$ cat src/rtl/mips_fetch_pkg.sv
// Shared constants and FSM type for the MIPS instruction fetch stage.
package mips_fetch_pkg;

  localparam int          ADDR_W   = 10;
  localparam logic [31:0] RESET_PC = 32'h0000_0000;
  localparam logic [31:0] NOP_WORD = 32'h0000_0000;

  // FILL: no live memory request outstanding; RUN: last sampled address is live.
  typedef enum logic {
    FILL = 1'b0,
    RUN  = 1'b1
  } fetch_state_t;

endpackage

$ cat src/rtl/instruction_fetch_ifid_register.sv
// IF/ID pipeline register: holds on stall, loads a bubble on flush.
module ifid_register
  import mips_fetch_pkg::*;
#(
  parameter logic [31:0] NOP_VALUE = mips_fetch_pkg::NOP_WORD
) (
  input  logic        clk,
  input  logic        rst,
  input  logic        hold,
  input  logic        flush,
  input  logic [31:0] d_instr,
  input  logic [31:0] d_pc,
  input  logic        d_valid,
  output logic [31:0] q_instr,
  output logic [31:0] q_pc,
  output logic [31:0] q_pc4,
  output logic        q_valid
);

  // Flush beats hold; pc/pc4 keep their last value on flush.
  always_ff @(posedge clk or posedge rst) begin
    if (rst) begin
      q_instr <= NOP_VALUE;
      q_pc    <= 32'h0;
      q_pc4   <= 32'h4;
      q_valid <= 1'b0;
    end else if (flush) begin
      q_instr <= NOP_VALUE;
      q_valid <= 1'b0;
    end else if (!hold) begin
      q_instr <= d_instr;
      q_pc    <= d_pc;
      q_pc4   <= d_pc + 32'h4;
      q_valid <= d_valid;
    end
  end

endmodule

$ cat src/rtl/instruction_fetch.sv
// Instruction fetch: owns the PC, drives the memory word address and feeds IF/ID.
module instruction_fetch
  import mips_fetch_pkg::*;
#(
  parameter logic [31:0] RESET_PC = mips_fetch_pkg::RESET_PC,
  parameter int          ADDR_W   = mips_fetch_pkg::ADDR_W,
  parameter logic [31:0] NOP_WORD = mips_fetch_pkg::NOP_WORD
) (
  input  logic              clk,
  input  logic              rst,
  input  logic              stall,
  input  logic              redirect,
  input  logic [31:0]       redirect_pc,
  output logic [ADDR_W-1:0] Addr,
  input  logic [31:0]       Instruction,
  output logic [31:0]       if_instr,
  output logic [31:0]       if_pc,
  output logic [31:0]       if_pc4,
  output logic              if_valid,
  output logic [31:0]       fetch_count
);

  fetch_state_t state, state_next;
  logic [31:0]  pc;
  logic [31:0]  req_pc;
  logic         req_valid;
  logic         advance;
  logic [31:0]  held_instr;
  logic         held;
  logic [31:0]  fetch_data;
  logic [31:0]  count;
  logic         unused_low_bits;

  assign advance         = !redirect && !stall;
  assign Addr            = pc[ADDR_W+1:2];
  assign fetch_count     = count;
  assign unused_low_bits = ^redirect_pc[1:0];

  // FSM state register.
  always_ff @(posedge clk or posedge rst) begin
    if (rst) state <= FILL;
    else     state <= state_next;
  end

  // FSM next state: redirect drops the live request, stall freezes, otherwise run.
  always_comb begin
    state_next = state;
    if (redirect)     state_next = FILL;
    else if (!stall)  state_next = RUN;
  end

  // FSM outputs: the request sampled on the last edge is live only in RUN.
  always_comb begin
    req_valid = 1'b0;
    if (state == RUN) req_valid = 1'b1;
  end

  // PC and outstanding-request address.
  always_ff @(posedge clk or posedge rst) begin
    if (rst) begin
      pc     <= RESET_PC;
      req_pc <= 32'h0;
    end else if (redirect) begin
      pc <= {redirect_pc[31:2], 2'b00};
    end else if (!stall) begin
      req_pc <= pc;
      pc     <= pc + 32'h4;
    end
  end

  // A synchronous memory keeps reading Addr (which is the next PC, not req_pc)
  // during a stall, so the word belonging to req_pc is captured on the first
  // stalled edge and replayed when the stall releases.
  always_ff @(posedge clk or posedge rst) begin
    if (rst) begin
      held       <= 1'b0;
      held_instr <= NOP_WORD;
    end else if (!stall || redirect) begin
      held <= 1'b0;
    end else if (!held) begin
      held       <= 1'b1;
      held_instr <= Instruction;
    end
  end

  assign fetch_data = held ? held_instr : Instruction;

  // Count instructions handed to decode as valid.
  always_ff @(posedge clk or posedge rst) begin
    if (rst)                        count <= 32'h0;
    else if (advance && req_valid)  count <= count + 32'h1;
  end

  ifid_register #(
    .NOP_VALUE(NOP_WORD)
  ) u_ifid (
    .clk     (clk),
    .rst     (rst),
    .hold    (stall),
    .flush   (redirect),
    .d_instr (fetch_data),
    .d_pc    (req_pc),
    .d_valid (req_valid),
    .q_instr (if_instr),
    .q_pc    (if_pc),
    .q_pc4   (if_pc4),
    .q_valid (if_valid)
  );

endmodule
$ cat config.mk
export PLATFORM = sky130hd
export DESIGN_NAME = instruction_fetch
export DESIGN_NICKNAME = d
export VERILOG_FILES = /design/src/rtl/mips_fetch_pkg.sv /design/src/rtl/instruction_fetch_ifid_register.sv /design/src/rtl/instruction_fetch.sv
export SDC_FILE = /design/constraint.sdc
export NUM_CORES = 1
export LEC_CHECK = 0
export CAP_MARGIN = 0
export CORE_UTILIZATION = 55
export CTS_BUF_LIST = sky130_fd_sc_hd__clkbuf_2
export CTS_CLUSTER_DIAMETER = 80
export DETAILED_ROUTE_END_ITERATION = 8
export GPL_ROUTABILITY_DRIVEN = 0
export PLACE_DENSITY = 0.9
export SLEW_MARGIN = 0
export SYNTH_ARGS = -nofsm -noshare
export SYNTH_HDL_FRONTEND = slang
export SYNTH_SLANG_ARGS = --single-unit
$ cat constraint.sdc
create_clock -name clk -period 12.7 [get_ports clk]
set_input_delay 3.175 -clock clk [delete_from_list [all_inputs] [get_ports clk]]
set_output_delay 3.175 -clock clk [all_outputs]
set_load 0.02 [all_outputs]
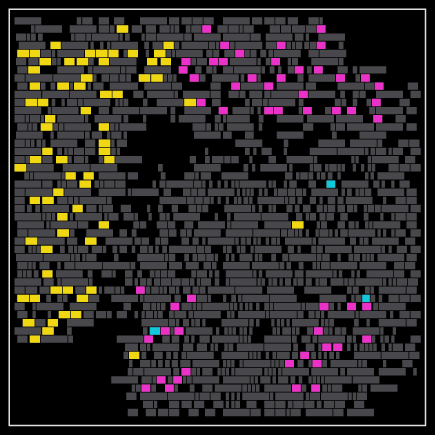
run_1/gate_families.png
(3 px per um)
colour	family	cells
yellow	multiplexers	67
magenta	XOR/XNOR gates	54
cyan	AND-OR and OR-AND gates	3
most frequent logic cell in the layout: nand2_1
Comb area share: 0.3425
Post-Layout Cell Count: 1497

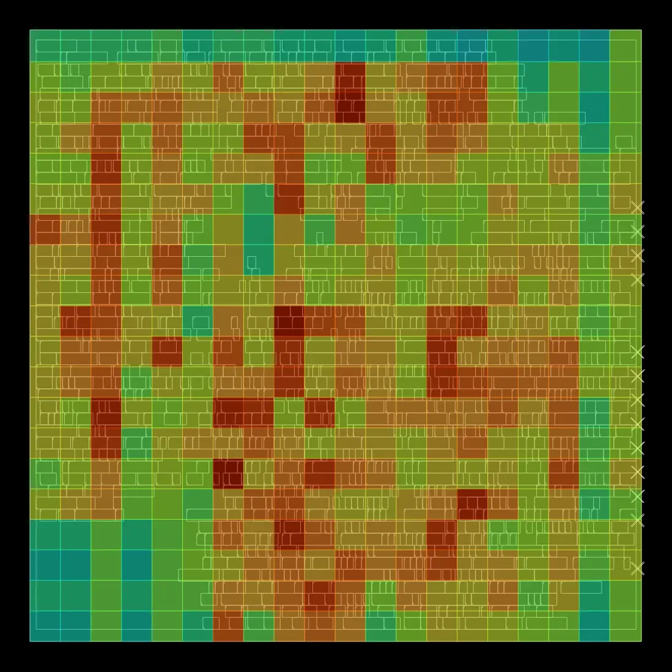
run_1/final_congestion.png
met3 Resource Use GR: 0.08521
Routed WL per cell: 15.89 um
Global Route met2 Usage: 0.3988

==> reports/results.tsv, run 1 <==
stage	metric	value	unit
clock_network	cts_setup_buffers	0	
timing	setup_viol	0	
yosys	ys_seq_frac	0.5368	
setup_path	path_buffers	1	
yosys	top_area_frac	0.5342	
timing	worst_pin_slew	1050	ps
setup_path	arrival	1980	ps
yosys	yosysWarnings	0	
yosys	ys_cells	1044	
floorplan	fp.dieArea	0.01912	mm^2
timing	fmax	0.1942	GHz
run_status	status	finished, violations left	
setup_path	rr_worst_depth	5	
setup_path	cp_cell_sequence	clkdlybuf4s50_1	
yosys	syn_area_per_cell	9.782	um^2
finish	fill_cells	1336	
place	port_buffers	200	
pwr	power.density	132.0	mW/mm^2
route	drt_first_pass_iters	7	
route	vias	8389	
finish	area_growth	23.50	%
clock_network	htree_num_levels	2	
global_route	grt_pass1_wl	39700	um
min_path	hp-start	pc[29]$_DFFE_PP0N_	
route	avgViaCountPerCell	5.604	
timing	fin_skew	105.7	ps
pwr	ir_drop	0.07403	mV
yosys	ys_types	60	
timing	maxSlewViolCount	0	
timing	finalSetupTns	0	ps
run_status	violations	design-rule violations	
yosys	ys_chip_area	0.01021	mm^2
clock_network	root_buffer	clkbuf_2	
flow_run	cap_viol_max_count	0	
setup_path	start_kind	flip-flop	
yosys	edf_count	0	
yosys	synth-seq-cells	219	
setup_path	worstPathRequired	9520	ps
pwr	leakage	5.600	nW
setup_path	worst_setup_path_end_kind	output port	
finish	utilization	0.6973	
min_path	holdPathStages	2	
setup_path	slowest_stage	clkdlybuf4s50_1	
clock_network	cts_buffers	53	
setup_path	r2r_slack	10250	ps
setup_path	r2r-start	pc[2]$_DFFE_PP0N_	
setup_path	crit_family	buffers and inverters	
yosys	mappedNetlistArea	0.01021	mm^2
route	drc_errors	26	
timing	finalClockPeriodUsage	0.4055	
yosys	topCellsByArea	dfrtp_1 (53%), nand2_1 (8.9%), mux2_2 (3.6%)	
timing	hold_violations	0	
finish	nets	1302	
timing	min_period	5150	ps
route	drtIter0Drc	624	
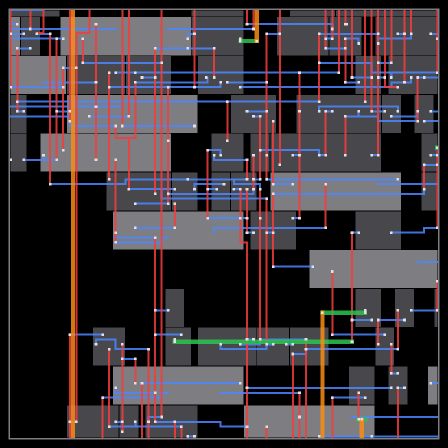
run_1/zoom.png
Window x 54 to 84, y 82 to 112 um. Cells in grey, sequential cells in the stronger grey; small squares are vias.
colour	layer
blue	met1
red	met2
orange	met4
green	met3
most frequent	dfrtp_1 (8), nand2_1 (6), clkbuf_2 (5)
netlist names of flops here include	fetch_count (4)
sequential cells in the window	8
cells with their middle in the window	49

run 1: kinds of logic (layout without fill, tap and decap cells):
logic type / after synthesis / in the layout / synth area share
AND/OR/NAND/NOR: 496 / 496 / 0.2323
flip-flops: 219 / 219 / 0.5368
AND-OR/OR-AND: 120 / 120 / 0.06837
buffers and inverters: 84 / 305 / 0.04239
multiplexers: 67 / 67 / 0.06984
XOR/XNOR: 54 / 54 / 0.04631
adder cells (fa/ha/maj): 3 / 3 / 0.003676
other: 1 / 4 / 0.0003672
run 1: synth_stat cells (all sizes together), types with 7 or more instances:
cell type  count
clkbuf        42
nand4         37
xor2          17
or3            9
xnor2         37
a21oi         34
nand2        243
o31ai          9
dfrtp        218
mux2          34
nor2          95
o211ai        10
and3          12
nor4           7
a31oi         20
nand3         35
or4           19
nor3           8
buf           33
and4          12
inv            7
o21ai         40
mux2i         33
run 1: final cells by class:
class	count	area share
Clock buffer	79	0.03135
Multi-Input combinational cell	744	0.3425
Inverter	7	0.002679
Clock inverter	13	0.004563
Tap cell	229	0.02272
Sequential cell	219	0.4347
Timing Repair Buffer	206	0.1615
run 1: per-stage QoR:
stage,area [um^2],power (mW)
global route,12610,1.757
floorplan,10220,1.073
CTS,12610,1.684
global placement,12160,1.224
detailed placement,12160,1.240
finish,12610,1.665
run 1: metal layers:
metal	routed length, um	GRT usage	share of wire	vias to the layer above
li1	-	-	-	3996
met1	9976	0.3262	0.42	4055
met2	11120	0.3988	0.47	294
met3	2201	0.08521	0.093	44
met4	487	0.08811	0.020	0
met5	0	0	0	-
run 1: how the worst max path moves through the flow:
stage,startpoint,end,slack (ps),depth (start not counted)
5_1_grt,pc[7]$_DFFE_PP0N_,Addr[5],7450,1
6_report,pc[7]$_DFFE_PP0N_,Addr[5],7550,1
4_1_cts,u_ifid.q_pc4[2]$_DFFE_PP1P_,if_pc4[2],7470,1
3_5_place_dp,rst,held$_DFF_PP0_,7100,3
2_1_floorplan,rst,fetch_count[0]$_DFFE_PP0P_,3530,1
3_3_place_gp,rst,held$_DFF_PP0_,7100,3
run 1: placed cells by master, fill, tap and decap left out, types with 33 or more instances in the layout:
cell type,instances
a21oi_1,34
clkbuf_2,79
clkdlybuf4s50_1,198
dfrtp_1,217
mux2_2,33
mux2i_1,33
nand2_1,243
nand3_1,35
nand4_1,33
nor2_1,94
o21ai_0,40
xnor2_1,37
run 1: flip-flops by register name, summed over array words and instances, names as in the netlist, 30 cells and up:
register and flops:
u_ifid.q_instr 32, pc 30, req_pc 30, u_ifid.q_pc 30, fetch_count 32, u_ifid.q_pc4 30
held_instr 32
run 1: report_power, final:
group,internal [mW],total [mW],switching [mW]
Clock,0.166,0.439,0.273
Sequential,0.785,0.873,0.0880
Combinational,0.171,0.353,0.183
--- run 2 (diff from run 1) ---
Settings changed: CORE_UTILIZATION 55 to 53, PLACE_DENSITY 0.9 to 0.87.
Clock period 12.7 ns to 5.1 ns, I/O delays scaled along.
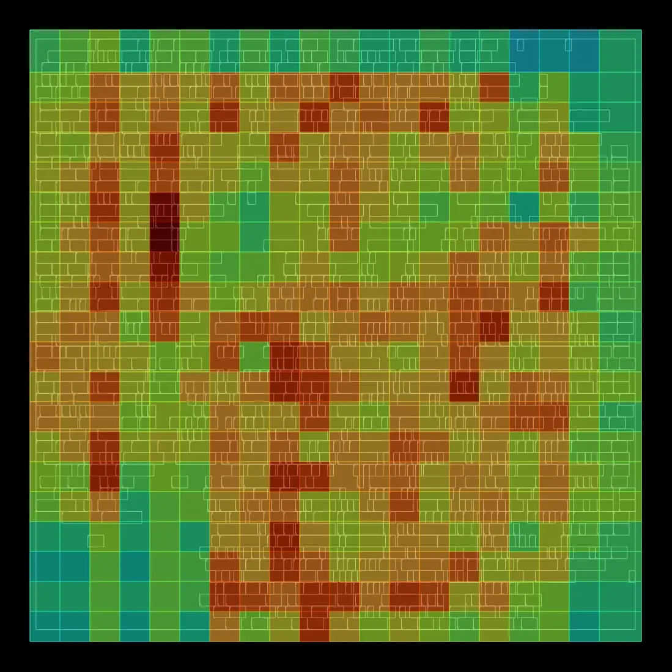
run_2/final_congestion.png
Layout Utilization: 0.6748
met1 Track Usage GR: 0.3288
Routed WL per cell: 15.98 um

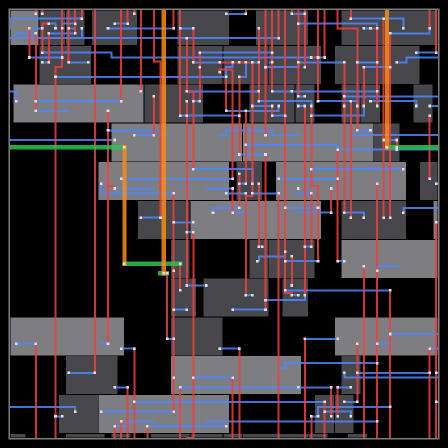
run_2/zoom.png
Window x 55 to 85, y 84 to 114 um. Cells in grey, sequential cells in the stronger grey; small squares are vias.
colour	layer
red	met2
green	met3
orange	met4
blue	met1
netlist names of flops here include	fetch_count (5), pc (3), req_pc (2)
cells with their middle in the window	44
most frequent	dfrtp_1 (11), nand2_1 (6), clkdlybuf4s50_1 (6)
sequential cells in the window	11

==> reports/results.tsv, run 2 <==
stage	metric	value	unit
run_status	status	finished, final reports clean	
min_path	hp-start	u_ifid.q_pc[31]$_DFFE_PP0P_	
flow_run	cap_viol_max_count	0	
clock_network	cts_setup_buffers	0	
floorplan	fp.dieArea	0.01983	mm^2
timing	fin_skew	46.21	ps
place	port_buffers	200	
yosys	yosysMostFrequentCell	nand2_1	
pwr	ir_drop	0.1864	mV
timing	finalClockPeriodUsage	0.6327	
global_route	grt_pass1_wl	40300	um
timing	finalSetupTns	0	ps
finish	nets	1306	
yosys	ys_types	60	
yosys	yosys.area.top_type	dfrtp_1	
yosys	mux_area_frac	0.06984	
setup_path	path_buffers	1	
yosys	top_area_frac	0.5342	
route	drc_errors	0	
timing	setup_viol	0	
yosys	mappedNetlistArea	0.01021	mm^2
setup_path	startpoint	u_ifid.q_pc4[2]$_DFFE_PP1P_	
yosys	synth-seq-cells	219	
yosys	synth_adder_area_share	0.003676	
setup_path	slowest_stage	clkdlybuf4s50_1	
finish	area_growth	24.01	%
finish	mostFrequentLayoutCell	nand2_1	
setup_path	cp_cell_sequence	clkdlybuf4s50_1	
yosys	edf_count	0	
clock_network	cts_buffers	54	
pwr	power.density	330.4	mW/mm^2
timing	min_period	3227	ps
clock_network	htree_num_levels	2	
setup_path	r2r_slack	2680	ps
route	vias	8374	
setup_path	rr_worst_depth	5	
yosys	yosysWarnings	0	
yosys	syn_area_per_cell	9.782	um^2
route	drtIter0Drc	481	
route	drt_first_pass_iters	4	
timing	maxSlewViolCount	0	
yosys	ys_cells	1044	
clock_network	root_buffer	clkbuf_2	
setup_path	worstPathRequired	3830	ps
yosys	ys_sh_xor	0.04631	
finish	fin_cells	1500	
setup_path	arrival	1950	ps
yosys	topCellsByArea	dfrtp_1 (53%), nand2_1 (8.9%), mux2_2 (3.6%)	
min_path	holdPathStages	2	
route	avgViaCountPerCell	5.583	
timing	worst_pin_slew	1017	ps
setup_path	start_kind	flip-flop	
setup_path	r2r-start	pc[2]$_DFFE_PP0N_	
timing	hold_violations	0	
yosys	compound_area_frac	0.06837	
[run 2: worst max path at each step]
stage                                             to  cells past startpoint
final                                      if_pc4[2]                      1
after CTS                                  if_pc4[2]                      1
after global routing                       if_pc4[2]                      1
after global placement            pc[26]$_DFFE_PP0N_                      5
after floorplan           fetch_count[0]$_DFFE_PP0P_                      1
after detailed placement          pc[26]$_DFFE_PP0N_                      5
[run 2: cell type report]
cell class,instances,area (um^2)
fill,1473,6103
sequential,219,5483
multi-input combinational,744,4319
timing repair buffer,209,2085
clock buffer,76,380.4
tap,234,292.8
clock inverter,11,75.07
inverter,7,30.03
[run 2: where the power goes]
| part | total (mW) | internal [mW] | switching [mW] |
|---|---|---|---|
| clock | 1.13 | 0.448 | 0.677 |
| combinational | 0.887 | 0.430 | 0.458 |
| sequential | 2.17 | 1.95 | 0.217 |
[run 2: cells by family after synthesis]
kind of cell             Yosys count
adder cells (fa/ha/maj)            3
AND/OR/NAND/NOR                  496
AND-OR/OR-AND                    120
XOR/XNOR                          54
multiplexers                      67
other                              1
flip-flops                       219
buffers and inverters             84
[run 2: worst reg2reg max path, stage by stage, from the launching register on]
cell,delay (ps)
dfrtp_1,490
ha_1,180
nor2b_1,460
nand4_1,460
or4_1,630
a31oi_1,180
[run 2: per-stage QoR]
stage	area (um^2)	util	power (mW)	setup WS (ps)	hold WS [ps]
global placement	12210	0.6505	3.054	1921	460.0
finish	12660	0.6748	4.184	1873	482.3
detailed placement	12210	0.6505	3.097	1847	463.2
CTS	12660	0.6748	4.229	1805	483.3
floorplan	10230	-	2.671	971.7	452.9
global route	12660	0.6748	4.426	1798	510.5
[run 2: metal layers]
metal	track usage	up-vias	part of all wire
li1	-	3988	-
met1	0.3288	4038	0.43
met2	0.3977	303	0.47
met3	0.07473	45	0.081
met4	0.09268	0	0.021
met5	0	-	0
--- run 3 (diff from run 2) ---
Clock period 5.1 ns to 3.4 ns, I/O delays scaled along.
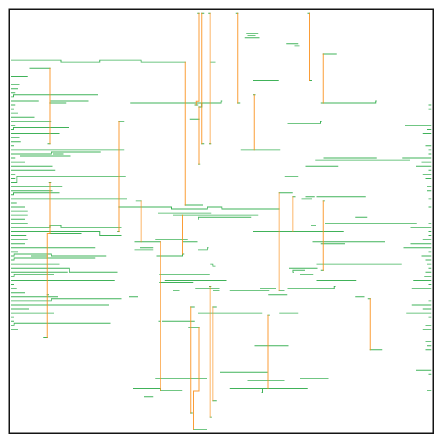
run_3/metal_stack.png
(3 px per um) Two of the layers only.
colour	layer	wire length
green	met3	1880 um
orange	met4	718 um
Total Wirelength: 24080 um
Routed WL per cell: 15.98 um
Tot GR Track Use: 0.2492
Vias: 8370

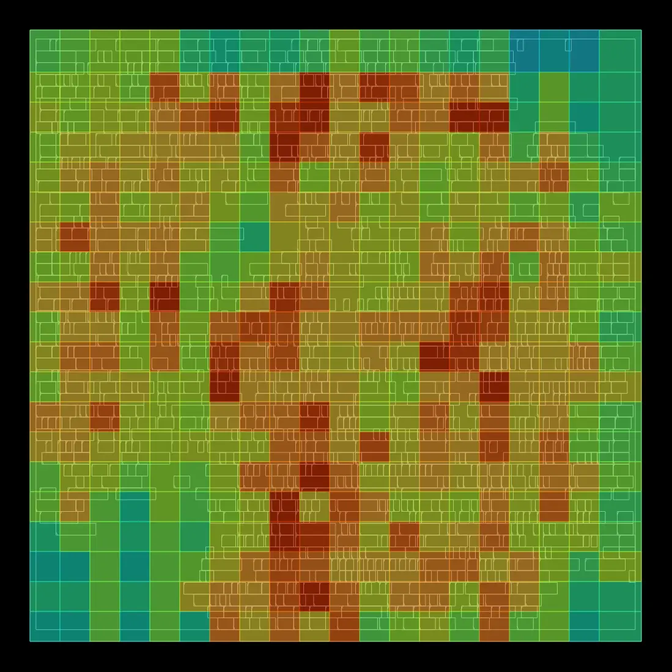
run_3/final_congestion.png
Global Route met2 Usage: 0.3920
met3 Resource Use GR: 0.06895

==> reports/results.tsv, run 3 <==
stage	metric	value	unit
pwr	p_int	4.309	mW
finish	nets	1310	
route	drc_errors	0	
route	drt_first_pass_iters	5	
finish	final_cell_area	0.01276	mm^2
run_status	status	finished, final reports clean	
setup_path	worstPathRequired	2550	ps
finish	fin_cells	1507	
place	port_buffers	200	
clock_network	htree_num_levels	2	
pwr	power.share.switching	0.3220	
setup_path	worst_setup_path_end_kind	output port	
route	avgViaCountPerCell	5.554	
timing	setup_viol	0	
yosys	syn_area_per_cell	9.782	um^2
clock_network	root_buffer	clkbuf_2	
setup_path	rr_worst_depth	5	
yosys	topCellsByArea	dfrtp_1 (53%), nand2_1 (8.9%), mux2_2 (3.6%)	
yosys	yosysMostFrequentCell	nand2_1	
setup_path	arrival	1970	ps
yosys	ys_seq_frac	0.5368	
setup_path	startpoint	pc[7]$_DFFE_PP0N_	
yosys	synth-seq-cells	219	
timing	maxSlewViolCount	0	
setup_path	worstSetupPathDepth	1	
timing	finalSetupTns	0	ps
setup_path	crit_path_end	Addr[5]	
yosys	top_area_frac	0.5342	
pwr	ir_drop	0.2858	mV
yosys	ys_chip_area	0.01021	mm^2
pwr	power_frac_comb	0.211	
pwr	power.density	497.8	mW/mm^2
timing	fin_hold_ws	479.8	ps
pwr	seqPwrFrac	0.513	
yosys	yosysWarnings	0	
global_route	grt_pass1_wl	40080	um
yosys	edf_count	0	
place	pre_cts_ws	730.3	ps
timing	fmax	0.3551	GHz
setup_path	cp_cell_sequence	clkdlybuf4s50_1	
==> run 3: logic make-up after synthesis <==
logic type / after synthesis / share of synthesized area
buffers and inverters: 84 / 0.04239
other: 1 / 0.0003672
XOR/XNOR: 54 / 0.04631
AND/OR/NAND/NOR: 496 / 0.2323
AND-OR/OR-AND: 120 / 0.06837
flip-flops: 219 / 0.5368
multiplexers: 67 / 0.06984
adder cells (fa/ha/maj): 3 / 0.003676
==> run 3: routing by layer <==
layer / wire length (um) / global-route usage / up-vias / share of wire
met4: 717 / 0.09840 / 0 / 0.030
met3: 1883 / 0.06895 / 56 / 0.078
met2: 11110 / 0.3920 / 299 / 0.46
li1: - / - / 4004 / -
met1: 10360 / 0.3285 / 4011 / 0.43
met5: 0 / 0 / - / 0
==> run 3: area by class of cell <==
class / count / share of cell area
well taps: 234 / 0.02294
inverters: 7 / 0.002352
clock inverters: 18 / 0.009998
clock buffers: 72 / 0.02823
multi-input cells: 744 / 0.3384
repair buffers: 213 / 0.1686
flip-flops and latches: 219 / 0.4295
==> run 3: how the worst min path moves through the flow <==
stage | depth (start not counted) | slack (ps) | end
global route | 2 | 450 | pc[27]$_DFFE_PP0N_
global placement | 1 | 460 | u_ifid.q_pc[16]$_DFFE_PP0P_
detailed placement | 2 | 460 | u_ifid.q_pc[2]$_DFFE_PP0P_
CTS | 2 | 420 | pc[29]$_DFFE_PP0N_
floorplan | 2 | 450 | req_pc[31]$_DFFE_PP0P_
finish | 2 | 480 | pc[17]$_DFFE_PP0N_
==> run 3: power groups by stage <==
stage / logic (mW) / registers (mW) / clock network [mW]
6_report: 1.34 / 3.26 / 1.76
5_1_grt: 1.46 / 3.31 / 1.93
4_1_cts: 1.35 / 3.25 / 1.81
3_5_place_dp: 1.35 / 3.30 / 0
3_3_place_gp: 1.30 / 3.28 / 0
2_1_floorplan: 0.599 / 3.41 / 0
No activity file was given, so power comes from the tool's default toggle rates.
